$ cat src/rtl/op_sequencer_pkg.sv
// Operating-state encodings and default timing for the frame-level sequencer.
// The encodings are shared with pixel_processing, which treats OP_IDLE as unknown.
package op_sequencer_pkg;

  typedef enum logic [1:0] {
    OP_INIT         = 2'd0,
    OP_NORMAL       = 2'd1,
    OP_CLEAR_NORMAL = 2'd2,
    OP_IDLE         = 2'd3
  } op_state_e;

  localparam int INIT_FRAMES_DEF  = 340;
  localparam int CLEAR_FRAMES_DEF = 60;
  localparam int CNT_W_DEF        = 11;

  // States that are still driving a waveform sequence.
  function automatic logic is_seq(input op_state_e s);
    return (s == OP_INIT) || (s == OP_CLEAR_NORMAL);
  endfunction

endpackage

$ cat src/rtl/op_sequencer.sv
// Frame-level controller: INIT waveform, NORMAL and in-place CLEAR_NORMAL.
// State and count only move on frame_start so a whole frame sees one state.
module op_sequencer
  import op_sequencer_pkg::*;
#(
  parameter int INIT_FRAMES  = INIT_FRAMES_DEF,
  parameter int CLEAR_FRAMES = CLEAR_FRAMES_DEF,
  parameter int CNT_W        = CNT_W_DEF
) (
  input  logic             clk,
  input  logic             rst,
  input  logic             en,
  input  logic             frame_start,
  input  logic             init_req,
  input  logic             clear_req,
  output logic [1:0]       op_state,
  output logic [CNT_W-1:0] op_framecount,
  output logic             vram_wr_en,
  output logic             busy,
  output logic             clear_done,
  output logic             init_done
);

  localparam logic [CNT_W-1:0] INIT_LAST  = CNT_W'(INIT_FRAMES - 1);
  localparam logic [CNT_W-1:0] CLEAR_LAST = CNT_W'(CLEAR_FRAMES - 1);

  op_state_e        state_q, state_d;
  logic [CNT_W-1:0] cnt_q, cnt_d, cnt_inc;
  logic             ipend_q, ipend_d;
  logic             cpend_q, cpend_d;
  // A clear folded into the running INIT, acknowledged when INIT finishes.
  logic             abs_q, abs_d;
  logic             idone_q, idone_d;
  logic             cdone_q, cdone_d;
  logic             busy_q, busy_d;
  logic             vram_q, vram_d;

  assign cnt_inc = (&cnt_q) ? cnt_q : cnt_q + 1'b1;

  always_comb begin
    state_d = state_q;
    cnt_d   = cnt_q;
    ipend_d = ipend_q | init_req;
    cpend_d = cpend_q | clear_req;
    abs_d   = abs_q;
    idone_d = 1'b0;
    cdone_d = 1'b0;
    if (frame_start) begin
      if (!en) begin
        state_d = OP_IDLE;
        cnt_d   = '0;
        ipend_d = 1'b0;
        cpend_d = 1'b0;
        abs_d   = 1'b0;
      end else if (state_q == OP_IDLE || ipend_d) begin
        // Restart INIT; any outstanding or interrupted clear rides along with it.
        state_d = OP_INIT;
        cnt_d   = '0;
        ipend_d = 1'b0;
        abs_d   = abs_q | cpend_d | (state_q == OP_CLEAR_NORMAL);
        cpend_d = 1'b0;
      end else begin
        unique case (state_q)
          OP_INIT: begin
            if (cnt_q == INIT_LAST) begin
              state_d = OP_NORMAL;
              cnt_d   = '0;
              idone_d = 1'b1;
              cdone_d = abs_q | cpend_d;
              abs_d   = 1'b0;
            end else begin
              cnt_d = cnt_inc;
              abs_d = abs_q | cpend_d;
            end
            cpend_d = 1'b0;
          end
          OP_CLEAR_NORMAL: begin
            if (cnt_q == CLEAR_LAST) begin
              state_d = OP_NORMAL;
              cnt_d   = '0;
              cdone_d = 1'b1;
            end else begin
              cnt_d = cnt_inc;
            end
            cpend_d = 1'b0;
          end
          OP_NORMAL: begin
            cnt_d = '0;
            if (cpend_d) begin
              state_d = OP_CLEAR_NORMAL;
              cpend_d = 1'b0;
            end
          end
          default: ;
        endcase
      end
    end
    busy_d = is_seq(state_d) | ipend_d | cpend_d;
    vram_d = (state_d != OP_IDLE);
  end

  always_ff @(posedge clk or posedge rst) begin
    if (rst) begin
      state_q <= OP_IDLE;
      cnt_q   <= '0;
      ipend_q <= 1'b0;
      cpend_q <= 1'b0;
      abs_q   <= 1'b0;
      idone_q <= 1'b0;
      cdone_q <= 1'b0;
      busy_q  <= 1'b0;
      vram_q  <= 1'b0;
    end else begin
      state_q <= state_d;
      cnt_q   <= cnt_d;
      ipend_q <= ipend_d;
      cpend_q <= cpend_d;
      abs_q   <= abs_d;
      idone_q <= idone_d;
      cdone_q <= cdone_d;
      busy_q  <= busy_d;
      vram_q  <= vram_d;
    end
  end

  assign op_state      = state_q;
  assign op_framecount = cnt_q;
  assign vram_wr_en    = vram_q;
  assign busy          = busy_q;
  assign clear_done    = cdone_q;
  assign init_done     = idone_q;

endmodule

$ cat config.mk
export PLATFORM = sky130hd
export DESIGN_NAME = op_sequencer
export DESIGN_NICKNAME = d
export VERILOG_FILES = /design/src/rtl/op_sequencer_pkg.sv /design/src/rtl/op_sequencer.sv
export SDC_FILE = /design/constraint.sdc
export NUM_CORES = 1
export LEC_CHECK = 0
export CAP_MARGIN = 20
export CORE_UTILIZATION = 55
export CTS_CLUSTER_DIAMETER = 200
export DETAILED_ROUTE_END_ITERATION = 10
export GPL_TIMING_DRIVEN = 0
export PLACE_DENSITY = 0.81
export SKIP_LAST_GASP = 1
export SLEW_MARGIN = 5
export SYNTH_ARGS = -nofsm -noshare
export SYNTH_HDL_FRONTEND = slang
export SYNTH_SLANG_ARGS = --single-unit
$ cat constraint.sdc
create_clock -name clk -period 4.1 [get_ports clk]
set_clock_uncertainty 0.1 [all_clocks]
set_input_delay 0.615 -clock clk [delete_from_list [all_inputs] [get_ports clk]]
set_output_delay 0.615 -clock clk [all_outputs]
set_load 0.05 [all_outputs]
The metal 1 layer:
The bar under the picture is 10 um long.
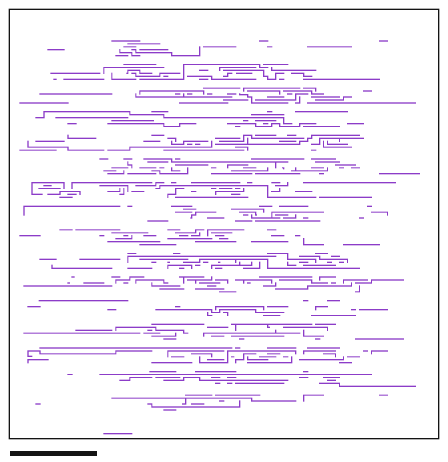
144 nets have wire on it. The longest straight run is 31.3 um. The wires run mostly horizontal. The layer carries 1340 um of wire. The layer holds 46% of the routed length.

Met2 routing:
The bar under the picture is 10 um long.
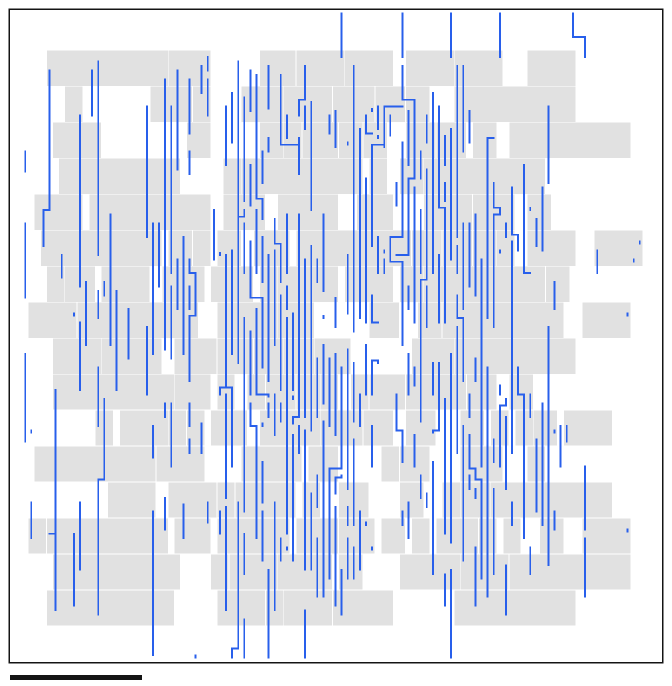
The wires run mostly vertical. The layer carries 1370 um of wire.
met2 track utilization from global routing: 42.0%
post-detailed-routing wire length: 2.91 mm
via count: 1140

The metal 3 layer:
The bar under the picture is 10 um long.
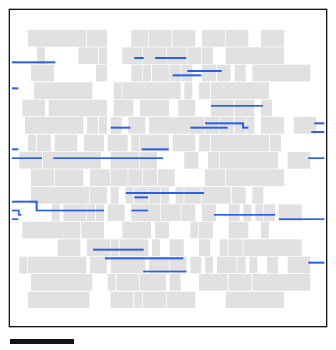
The layer holds 5.3% of the routed length. The layer carries 155 um of wire. The longest straight run is 16.8 um.

Routing congestion map:
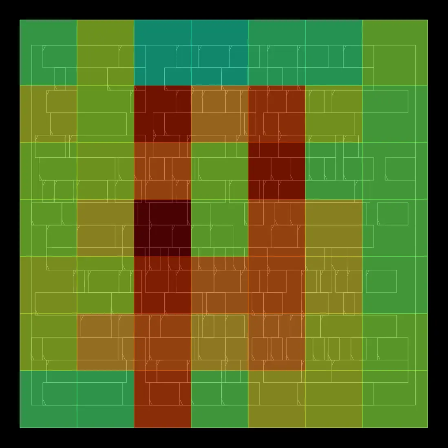
Routed wire per std cell: 16.1 um
met1 demand-to-capacity share in global routing: 35.5%
met3 capacity usage during global routing: 5.30%
routing layer with the top usage in global route: met2
combined global-route utilization of all metal layers: 26.9%

Local utilization:
10 x 10 tiles, from white (low) to dark blue (high), 0 to 100% covered.
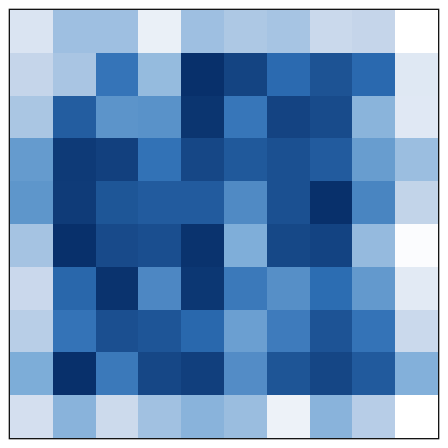
The fullest tile reaches 100%. 41% of the tiles are over 75% full. 3.0% of the tiles are nearly empty. The mean over all tiles is 61%.

==> qor.yml <==
outcome: "completed"
cts-root-buf: "sky130_fd_sc_hd__clkbuf_4"
final.signal_buffer_count: 26
floorplan.rows: 16
sequential_share_of_power_pct: 47.0
syn2layout_area_growth_pct: 22.8
comb.multi_input.count: 95
crit_end_element: "register"
nonClockInverterCount: 8
layout.buffer.nonclock.area_share_pct: 15.7
final_hold_viol_count: 0
core_region_area_um2: 2020
mostFrequentLayoutCell: "sky130_fd_sc_hd__clkdlybuf4s50_1"
clock-sinks: 20
rr_startpoint: "op_state[0]"
clock_power_share_pct: 21.6
grt_setup_unrepaired: "no"
cts_made_buffers: 3
seq_cells: 20
critPathRequiredTime_ps: 4200
mostFrequentLayoutCells: "sky130_fd_sc_hd__clkdlybuf4s50_1 (22), sky130_fd_sc_hd__dfrtp_1 (18), sky130_fd_sc_hd__a21oi_1 (13)"
power.net_switching_mw: 0.173
cp_slowest_cell: "sky130_fd_sc_hd__o31ai_2"
setup_total_negative_slack_ps: 0
gr-total-overflow: 0
max-cap-violations: 0
timing.max_slew.rel_slack_pct: 49.8
clk_pin_slew_worst_paths_ps: 110
max-vdd-ir-drop_uv: 386
critPathArrivalTime_ps: 2580
max-clock-path-buffers: 2
num-clock-buffers: 4
hold_depth: 1
worst_setup_path_start_kind: "input pin"
total_area_of_sequential_cells_um2: 503
largest_net_degree_at_the_start_of_global_routing: 21
finalWeightedCongestion: 0.851
setup.worst_path.start: "init_req"
clock_tree.htree_level_count: 1
grt_first_pass_wirelength_mm: 4.92
ys_seq_share_pct: 40.9
min-delay-path-class: "reg2reg"
syn-num-nets: 139
most_common_cell: "sky130_fd_sc_hd__dfrtp_1"
antenna_left: 0
vias_in_the_first_global_route: 1096
tritoncts: "done"
synth_cell_type_count: 47
finish.instance_area_um2: 1510
dp_hpwl_mm: 2.15
post_dp_cell_area_um2: 1480
layout.cells.largest_class: "multi-input combinational cells"
top_area_share_pct: 36.6
timing.final.max_slew_violations: 0
crit_path_cell_trace: "clkdlybuf4s50_1 > or3_1 > clkbuf_1 > o31ai_2 > or3b_2 > o221ai_1"
postCtsHoldBufs: 0
common_cells: "sky130_fd_sc_hd__dfrtp_1 (18), sky130_fd_sc_hd__a21oi_1 (13), sky130_fd_sc_hd__nand2_1 (9), sky130_fd_sc_hd__inv_1 (8), sky130_fd_sc_hd__nor2_1 (8)"
warning_count: 30
firstDrtPassIters: 4
well_tap_count: 27
floorplan.die.width_um: 49.3
internal_power_mw: 0.304
num-nets-final: 166
synth_flops: 20
power_per_cell_area_nw_per_um2: 316
yosysWarnings: 0
cts_post_setup_buffers_inserted: 0
drt_drc_violations_left: 0
layout_worst_path_cycle_share_pct: 60.5
ys_async_sr_fraction_pct: 100
cp_num_buf_inv: 2
synth-edff-count: 0
timing_worst_slew_pin_value_ps: 752
ios: 23
## routing by layer
layer | share of wire (%) | GRT usage (%) | vias to the layer above
li1 | - | - | 544
met1 | 46 | 35.5 | 549
met2 | 47 | 42.0 | 42
met3 | 5.3 | 5.30 | 5
met4 | 1.5 | 12.7 | 0
met5 | 0 | 0 | -
## through the flow
stage	instances	util, %	power, mW	worst slack (ps)	hold slack, ps
global route	180	74.7	0.497	1500	518
floorplan	127	-	0.331	1790	402
global placement	176	73.4	0.370	1370	428
finish	180	74.7	0.477	1620	466
CTS	180	74.7	0.477	1640	468
detailed placement	176	73.4	0.376	1330	448
## power by group through the flow
| stage | combinational, mW | sequential, mW | clock (mW) |
|---|---|---|---|
| global placement | 0.143 | 0.227 | 0 |
| floorplan | 0.0725 | 0.258 | 0 |
| finish | 0.150 | 0.224 | 0.103 |
| global route | 0.161 | 0.227 | 0.109 |
| detailed placement | 0.147 | 0.229 | 0 |
| CTS | 0.149 | 0.225 | 0.103 |
## flip-flops by register name, indices dropped and copies added (netlist names)
name / cells
abs_q: 1
init_done: 1
vram_wr_en: 1
cpend_q: 1
ipend_q: 1
op_state: 2
clear_done: 1
op_framecount: 11
busy: 1
## final timing paths
check                                         to  slack, ps
min in group asynchronous             clear_done        620
max in group asynchronous                  abs_q       2810
worst max-delay path            op_framecount[2]       1620
worst max register to register  op_framecount[2]       1780
worst min register to register  op_framecount[0]        470
worst min-delay path            op_framecount[0]        470
## cells by family (layout without fill, tap and decap cells)
kind of cell,after synthesis,after routing,synth area share [%]
flops,20,20,40.9
simple gates,46,46,23.6
fa+ha+maj,6,6,6.10
compound gates,42,42,24.8
mux,1,1,0.814
buf+inv,12,38,3.76
Power figures rest on the tool's default switching activity, not on a simulated workload.
